==> config.mk <==
export PLATFORM = sky130hd
export DESIGN_NAME = evenzeroes_sender
export DESIGN_NICKNAME = d
export VERILOG_FILES = /design/src/rtl/evenzeroes_pkg.sv /design/src/rtl/ez_rail_sync.sv /design/src/rtl/evenzeroes_sender.sv
export SDC_FILE = /design/constraint.sdc
export NUM_CORES = 1
export LEC_CHECK = 0
export CAP_MARGIN = 5
export CORE_MARGIN = 1
export CORE_UTILIZATION = 55
export CTS_CLUSTER_DIAMETER = 200
export DETAILED_ROUTE_END_ITERATION = 10
export PLACE_DENSITY_LB_ADDON = 0.1
export RECOVER_POWER = 25
export SETUP_SLACK_MARGIN = 0.5
export SYNTH_ARGS = -nofsm -noshare
export SYNTH_HDL_FRONTEND = slang
export SYNTH_SLANG_ARGS = --single-unit
==> constraint.sdc <==
create_clock -name clk -period 3 [get_ports clk]
set_input_delay 0.45 -clock clk [delete_from_list [all_inputs] [get_ports clk]]
set_output_delay 0.45 -clock clk [all_outputs]
set_load 0.01 [all_outputs]
==> src/rtl/evenzeroes_pkg.sv <==
// Shared types and constants for the even-zeroes dual-rail sender.
// Rail codes are {rail1, rail0}.
package evenzeroes_pkg;

  localparam int EZ_WIDTH_DEF   = 8;
  localparam int EZ_TIMEOUT_DEF = 255;

  typedef enum logic [2:0] {
    ST_IDLE     = 3'd0,
    ST_DRIVE    = 3'd1,
    ST_WAIT_ACK = 3'd2,
    ST_RELEASE  = 3'd3,
    ST_WAIT_RTZ = 3'd4,
    ST_DONE     = 3'd5
  } ez_state_t;

  localparam logic [1:0] EZ_NULL    = 2'b00;
  localparam logic [1:0] EZ_ZERO    = 2'b01;
  localparam logic [1:0] EZ_ONE     = 2'b10;
  localparam logic [1:0] EZ_ILLEGAL = 2'b11;

  function automatic logic [1:0] ez_encode(input logic b);
    return b ? EZ_ONE : EZ_ZERO;
  endfunction

  // Zero-count parity after including bit b, starting from odd flag zodd.
  function automatic logic ez_zodd_next(input logic zodd, input logic b);
    return zodd ^ ~b;
  endfunction

endpackage

==> src/rtl/ez_rail_sync.sv <==
// Two-flop synchronizer for the 2-bit parity acknowledge rails.
// Used by evenzeroes_sender only when EVENZEROES_SENDER_SYNC_EN is defined.
module ez_rail_sync (
  input  logic       clk,
  input  logic       rst,
  input  logic [1:0] d,
  output logic [1:0] q
);

  logic [1:0] meta_d, meta_q;
  logic [1:0] sync_d, sync_q;

  // Next values of the two synchronizer stages
  always_comb begin
    meta_d = d;
    sync_d = meta_q;
  end

  // Synchronizer flops, cleared by reset
  always_ff @(posedge clk or posedge rst) begin
    if (rst) begin
      meta_q <= 2'b00;
      sync_q <= 2'b00;
    end else begin
      meta_q <= meta_d;
      sync_q <= sync_d;
    end
  end

  assign q = sync_q;

endmodule

==> src/rtl/evenzeroes_sender.sv <==
// Four-phase dual-rail initiator for the even-zeroes parity channel.
// Define EVENZEROES_SENDER_SYNC_EN to put parity0/parity1 through two-flop synchronizers.
module evenzeroes_sender
  import evenzeroes_pkg::*;
#(
  parameter int WIDTH   = EZ_WIDTH_DEF,
  parameter int TIMEOUT = EZ_TIMEOUT_DEF
) (
  input  logic             clk,
  input  logic             rst,
  input  logic             in_valid,
  output logic             in_ready,
  input  logic [WIDTH-1:0] in_data,
  output logic             bit0,
  output logic             bit1,
  input  logic             parity0,
  input  logic             parity1,
  output logic             out_valid,
  output logic             out_parity,
  output logic             out_mismatch,
  output logic             out_error
);

  localparam int CW = (TIMEOUT > 1) ? $clog2(TIMEOUT + 1) : 1;
  localparam int IW = (WIDTH > 1) ? $clog2(WIDTH) : 1;

  logic [1:0] ack_raw;
  logic [1:0] ack_s;

  assign ack_raw = {parity1, parity0};

`ifdef EVENZEROES_SENDER_SYNC_EN
  ez_rail_sync u_sync (
    .clk (clk),
    .rst (rst),
    .d   (ack_raw),
    .q   (ack_s)
  );
`else
  assign ack_s = ack_raw;
`endif

  ez_state_t        state_d, state_q;
  logic [WIDTH-1:0] data_d, data_q;
  logic [IW-1:0]    idx_d, idx_q;
  logic [CW-1:0]    cnt_d, cnt_q;
  logic [1:0]       rail_d, rail_q;
  logic             zodd_d, zodd_q;
  logic             par_d, par_q;
  logic             mis_d, mis_q;
  logic             err_d, err_q;
  logic             in_ready_d, in_ready_q;
  logic             out_valid_d, out_valid_q;
  logic             out_parity_d, out_parity_q;
  logic             out_mismatch_d, out_mismatch_q;
  logic             out_error_d, out_error_q;

  logic cur_bit_s;
  logic last_bit_s;
  logic ack_illegal_s;
  logic ack_onehot_s;
  logic ack_null_s;
  logic timeout_hit_s;
  logic zodd_bit_s;

  // Decode of the current bit and the acknowledge rails
  always_comb begin
    cur_bit_s     = data_q[idx_q];
    last_bit_s    = (idx_q == IW'(WIDTH - 1));
    ack_illegal_s = (ack_s == EZ_ILLEGAL);
    ack_onehot_s  = (ack_s == EZ_ZERO) || (ack_s == EZ_ONE);
    ack_null_s    = (ack_s == EZ_NULL);
    timeout_hit_s = (cnt_q == CW'(TIMEOUT - 1));
    zodd_bit_s    = ez_zodd_next(zodd_q, cur_bit_s);
  end

  // Handshake FSM: next state, datapath and registered outputs
  always_comb begin
    state_d        = state_q;
    data_d         = data_q;
    idx_d          = idx_q;
    cnt_d          = cnt_q;
    rail_d         = rail_q;
    zodd_d         = zodd_q;
    par_d          = par_q;
    mis_d          = mis_q;
    err_d          = err_q;

    case (state_q)
      ST_IDLE: begin
        // Acks arriving while idle are ignored.
        if (in_valid && in_ready_q) begin
          data_d  = in_data;
          idx_d   = '0;
          mis_d   = 1'b0;
          err_d   = 1'b0;
          state_d = ST_DRIVE;
        end else begin
          state_d = ST_IDLE;
        end
      end
      ST_DRIVE: begin
        if (ack_illegal_s) begin
          err_d   = 1'b1;
          rail_d  = EZ_NULL;
          state_d = ST_DONE;
        end else begin
          rail_d  = ez_encode(cur_bit_s);
          cnt_d   = '0;
          state_d = ST_WAIT_ACK;
        end
      end
      ST_WAIT_ACK: begin
        if (ack_illegal_s) begin
          err_d   = 1'b1;
          rail_d  = EZ_NULL;
          state_d = ST_DONE;
        end else if (ack_onehot_s) begin
          // parity1 is expected exactly when the updated zero count is even.
          mis_d   = mis_q | (ack_s[1] == zodd_bit_s);
          par_d   = ack_s[1];
          zodd_d  = zodd_bit_s;
          state_d = ST_RELEASE;
        end else if (timeout_hit_s) begin
          err_d   = 1'b1;
          rail_d  = EZ_NULL;
          state_d = ST_DONE;
        end else begin
          cnt_d   = cnt_q + CW'(1);
        end
      end
      ST_RELEASE: begin
        if (ack_illegal_s) begin
          err_d   = 1'b1;
          rail_d  = EZ_NULL;
          state_d = ST_DONE;
        end else begin
          rail_d  = EZ_NULL;
          cnt_d   = '0;
          state_d = ST_WAIT_RTZ;
        end
      end
      ST_WAIT_RTZ: begin
        if (ack_illegal_s) begin
          err_d   = 1'b1;
          rail_d  = EZ_NULL;
          state_d = ST_DONE;
        end else if (ack_null_s) begin
          if (last_bit_s) begin
            state_d = ST_DONE;
          end else begin
            idx_d   = idx_q + IW'(1);
            state_d = ST_DRIVE;
          end
        end else if (timeout_hit_s) begin
          err_d   = 1'b1;
          rail_d  = EZ_NULL;
          state_d = ST_DONE;
        end else begin
          cnt_d   = cnt_q + CW'(1);
        end
      end
      ST_DONE: begin
        rail_d  = EZ_NULL;
        state_d = ST_IDLE;
      end
      default: begin
        rail_d  = EZ_NULL;
        state_d = ST_IDLE;
      end
    endcase

    in_ready_d  = (state_d == ST_IDLE);
    out_valid_d = (state_d == ST_DONE);
    if (state_d == ST_DONE) begin
      out_parity_d   = par_d;
      out_mismatch_d = mis_d;
      out_error_d    = err_d;
    end else begin
      out_parity_d   = out_parity_q;
      out_mismatch_d = out_mismatch_q;
      out_error_d    = out_error_q;
    end
  end

  // State and output registers; reset drops the rails immediately
  always_ff @(posedge clk or posedge rst) begin
    if (rst) begin
      state_q        <= ST_IDLE;
      data_q         <= '0;
      idx_q          <= '0;
      cnt_q          <= '0;
      rail_q         <= EZ_NULL;
      zodd_q         <= 1'b0;
      par_q          <= 1'b0;
      mis_q          <= 1'b0;
      err_q          <= 1'b0;
      in_ready_q     <= 1'b0;
      out_valid_q    <= 1'b0;
      out_parity_q   <= 1'b0;
      out_mismatch_q <= 1'b0;
      out_error_q    <= 1'b0;
    end else begin
      state_q        <= state_d;
      data_q         <= data_d;
      idx_q          <= idx_d;
      cnt_q          <= cnt_d;
      rail_q         <= rail_d;
      zodd_q         <= zodd_d;
      par_q          <= par_d;
      mis_q          <= mis_d;
      err_q          <= err_d;
      in_ready_q     <= in_ready_d;
      out_valid_q    <= out_valid_d;
      out_parity_q   <= out_parity_d;
      out_mismatch_q <= out_mismatch_d;
      out_error_q    <= out_error_d;
    end
  end

  assign bit0         = rail_q[0];
  assign bit1         = rail_q[1];
  assign in_ready     = in_ready_q;
  assign out_valid    = out_valid_q;
  assign out_parity   = out_parity_q;
  assign out_mismatch = out_mismatch_q;
  assign out_error    = out_error_q;

endmodule

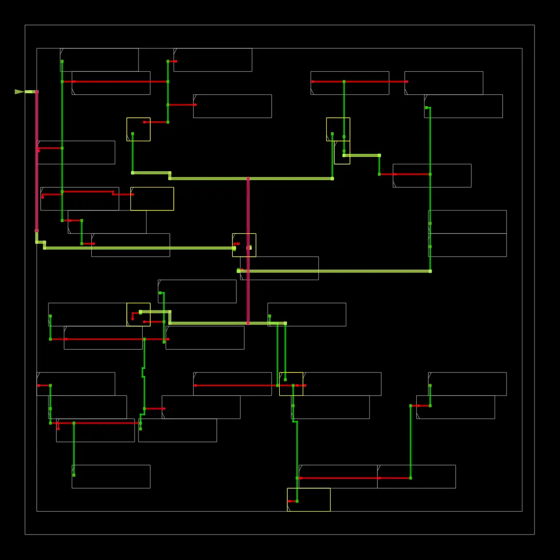
(the clock network)
Worst Clk Skew: 8.17 ps
number of sinks driven by the clock tree: 33

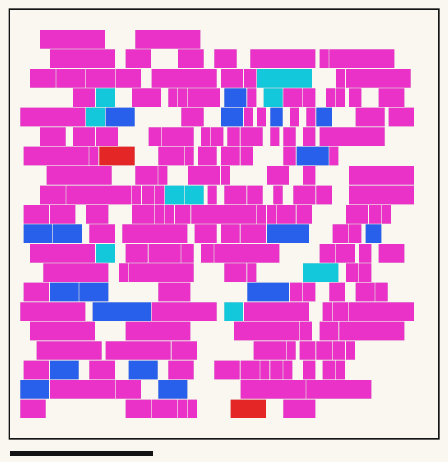
(sizing map)
The bar under the picture is 20 µm long.
legend:
  drive 3 to 4:
    color: cyan
    cells: 9
    share: 4.6%
  drive 1 or less:
    color: magenta
    cells: 168
    share: 85%
  drive 2:
    color: blue
    cells: 18
    share: 9.1%
  drive 6 and up:
    color: red
    cells: 2
    share: 1.0%

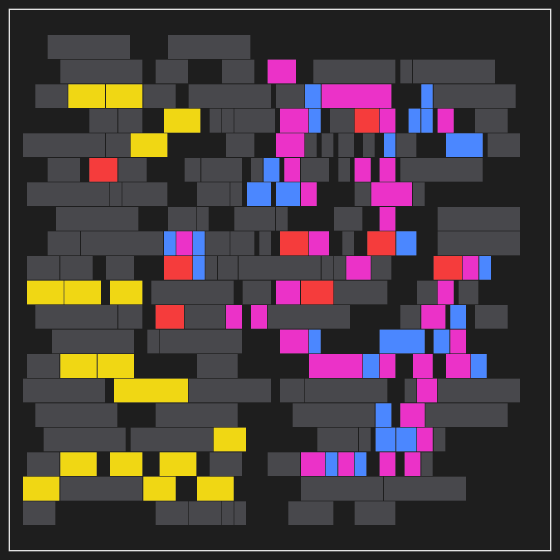
(gate families picked out)
legend:
  AND-OR and OR-AND gates:
    color: red
    cells: 8
    most_used: a22o_1
  inverting AOI/OAI gates:
    color: magenta
    cells: 34
    most_used: o21ai_0
  multiplexers:
    color: yellow
    cells: 17
    most_used: mux2_2
  NAND gates:
    color: blue
    cells: 26
    most_used: nand2_1
most common logic cell in the routed design: sky130_fd_sc_hd__dfrtp_1
fin cells: 241
fraction of standard cell area in multi-input logic: 43.7%

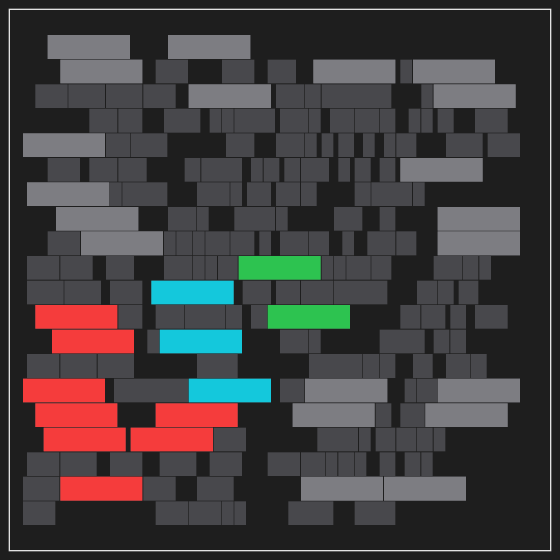
(register map, names as in the netlist)
Other sequential cells in the stronger gray, the rest of the logic in the fainter gray.
legend:
  `rail_q`:
    color: green
    placed_flops: 2
  `data_q`:
    color: red
    placed_flops: 8
    where: lower left
  `idx_q`:
    color: cyan
    placed_flops: 3

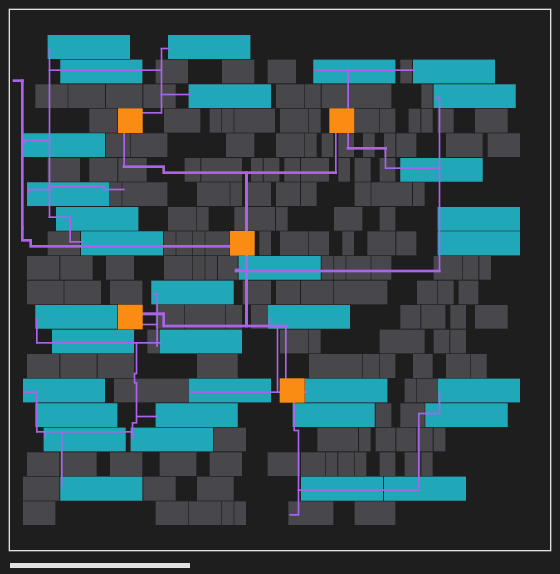
(clock distribution)
The bar under the picture is 20 µm long.
legend:
  flip-flops:
    color: cyan
    count: 33
  cells driving clock nets:
    color: orange
    count: 5
  clock wires:
    color: purple
    length: 389 µm
routed clock nets: 6
clock latency on the worst-skew pair: 330 ps
clock network fraction of design power: 15.3%
clock network power: 0.282 mW

==> flow_results.xml <==
<?xml version="1.0" encoding="UTF-8"?>
<metrics>
  <group name="cells_and_area">
    <metric name="postLayoutCoreUtil" unit="%">68.5</metric>
    <metric name="sequential_cell_total" unit="">33</metric>
    <metric name="nonClockInverterCount" unit="">10</metric>
    <metric name="final_cell_area" unit="µm²">2130</metric>
  </group>
  <group name="setup_path">
    <metric name="critical_path.slowest_cell" unit="">sky130_fd_sc_hd__clkdlybuf4s50_1</metric>
    <metric name="number_of_buffers_and_inverters_on_the_critical_path" unit="">2</metric>
    <metric name="worst_path_largest_cell_delay" unit="ps">540</metric>
    <metric name="regToRegStartpoint" unit="">state_q[2]$_DFF_PP0_</metric>
    <metric name="cpLargestDelayFamily" unit="">buffers and inverters</metric>
    <metric name="setup.reg_to_reg.worst_slack" unit="ps">720</metric>
    <metric name="timing.critical_path.from" unit="">parity1</metric>
    <metric name="path_class" unit="">primary input to flip-flop</metric>
  </group>
  <group name="flow_run">
    <metric name="cap_violations" unit="">1</metric>
  </group>
  <group name="grt">
    <metric name="number_of_antenna_violations_at_the_first_check_in_global_routing" unit="">0</metric>
    <metric name="grtUsageMet1" unit="%">28.0</metric>
    <metric name="number_of_global_route_vias_before_repair" unit="">1321</metric>
  </group>
  <group name="route">
    <metric name="number_of_detailed_route_iterations_in_the_first_pass" unit="">4</metric>
    <metric name="routed_via_density" unit="">5.69</metric>
  </group>
  <group name="clock_network">
    <metric name="ctsHtreeMaxLevel" unit="">2</metric>
  </group>
  <group name="floorplan">
    <metric name="die_h" unit="µm">59.9</metric>
  </group>
  <group name="synth">
    <metric name="syn-cell-area" unit="µm²">1840</metric>
    <metric name="post_synth_mux_share" unit="%">10.7</metric>
    <metric name="enable_flop_cells" unit="">0</metric>
  </group>
  <group name="outcome">
    <metric name="failed_checks" unit="">capacitance limit, slew limit</metric>
    <metric name="outcome" unit="">complete, but fails checks</metric>
  </group>
  <group name="placement">
    <metric name="place.gp.congestion" unit="">0.928</metric>
  </group>
  <group name="sta">
    <metric name="finalWorstPathRequiredPeriod" unit="ps">2430</metric>
    <metric name="maxSlewViolCount" unit="">34</metric>
  </group>
</metrics>
-- cell usage after synthesis (2+ instances only) --
cell	count
sky130_fd_sc_hd__nor3_1	2
sky130_fd_sc_hd__nand2_1	12
sky130_fd_sc_hd__o21ai_1	2
sky130_fd_sc_hd__a21oi_1	6
sky130_fd_sc_hd__a22o_1	4
sky130_fd_sc_hd__nand3_1	7
sky130_fd_sc_hd__a31oi_1	2
sky130_fd_sc_hd__or2_2	2
sky130_fd_sc_hd__dfrtp_1	33
sky130_fd_sc_hd__inv_1	10
sky130_fd_sc_hd__o21ai_0	10
sky130_fd_sc_hd__nand2b_1	2
sky130_fd_sc_hd__xnor2_1	4
sky130_fd_sc_hd__mux2_2	9
sky130_fd_sc_hd__mux2i_1	4
sky130_fd_sc_hd__buf_4	3
sky130_fd_sc_hd__or3b_1	2
sky130_fd_sc_hd__nor2_1	14
sky130_fd_sc_hd__buf_2	4
sky130_fd_sc_hd__nand3b_1	2
sky130_fd_sc_hd__mux2_1	3
sky130_fd_sc_hd__clkbuf_1	2
sky130_fd_sc_hd__and3_1	2
sky130_fd_sc_hd__and2_1	2
sky130_fd_sc_hd__ha_1	7
sky130_fd_sc_hd__xor2_1	2
sky130_fd_sc_hd__o31ai_1	4
-- registers in the layout, indices dropped and copies added, names as in the netlist --
signal and count:
out_parity 1, zodd_q 1, out_error 1, mis_q 1, state_q 3, rail_q 2
par_q 1, cnt_q 8, out_valid 1, out_mismatch 1, data_q 8, in_ready 1
idx_q 3, err_q 1
-- report_power, final --
part	switching, mW	leakage, nW	internal (mW)
Combinational	0.370	0.471	0.403
Clock	0.146	0.0413	0.136
Sequential	0.184	0.424	0.605
Total	0.700	0.936	1.14
Power figures rest on the tool's default switching activity, not on a simulated workload.
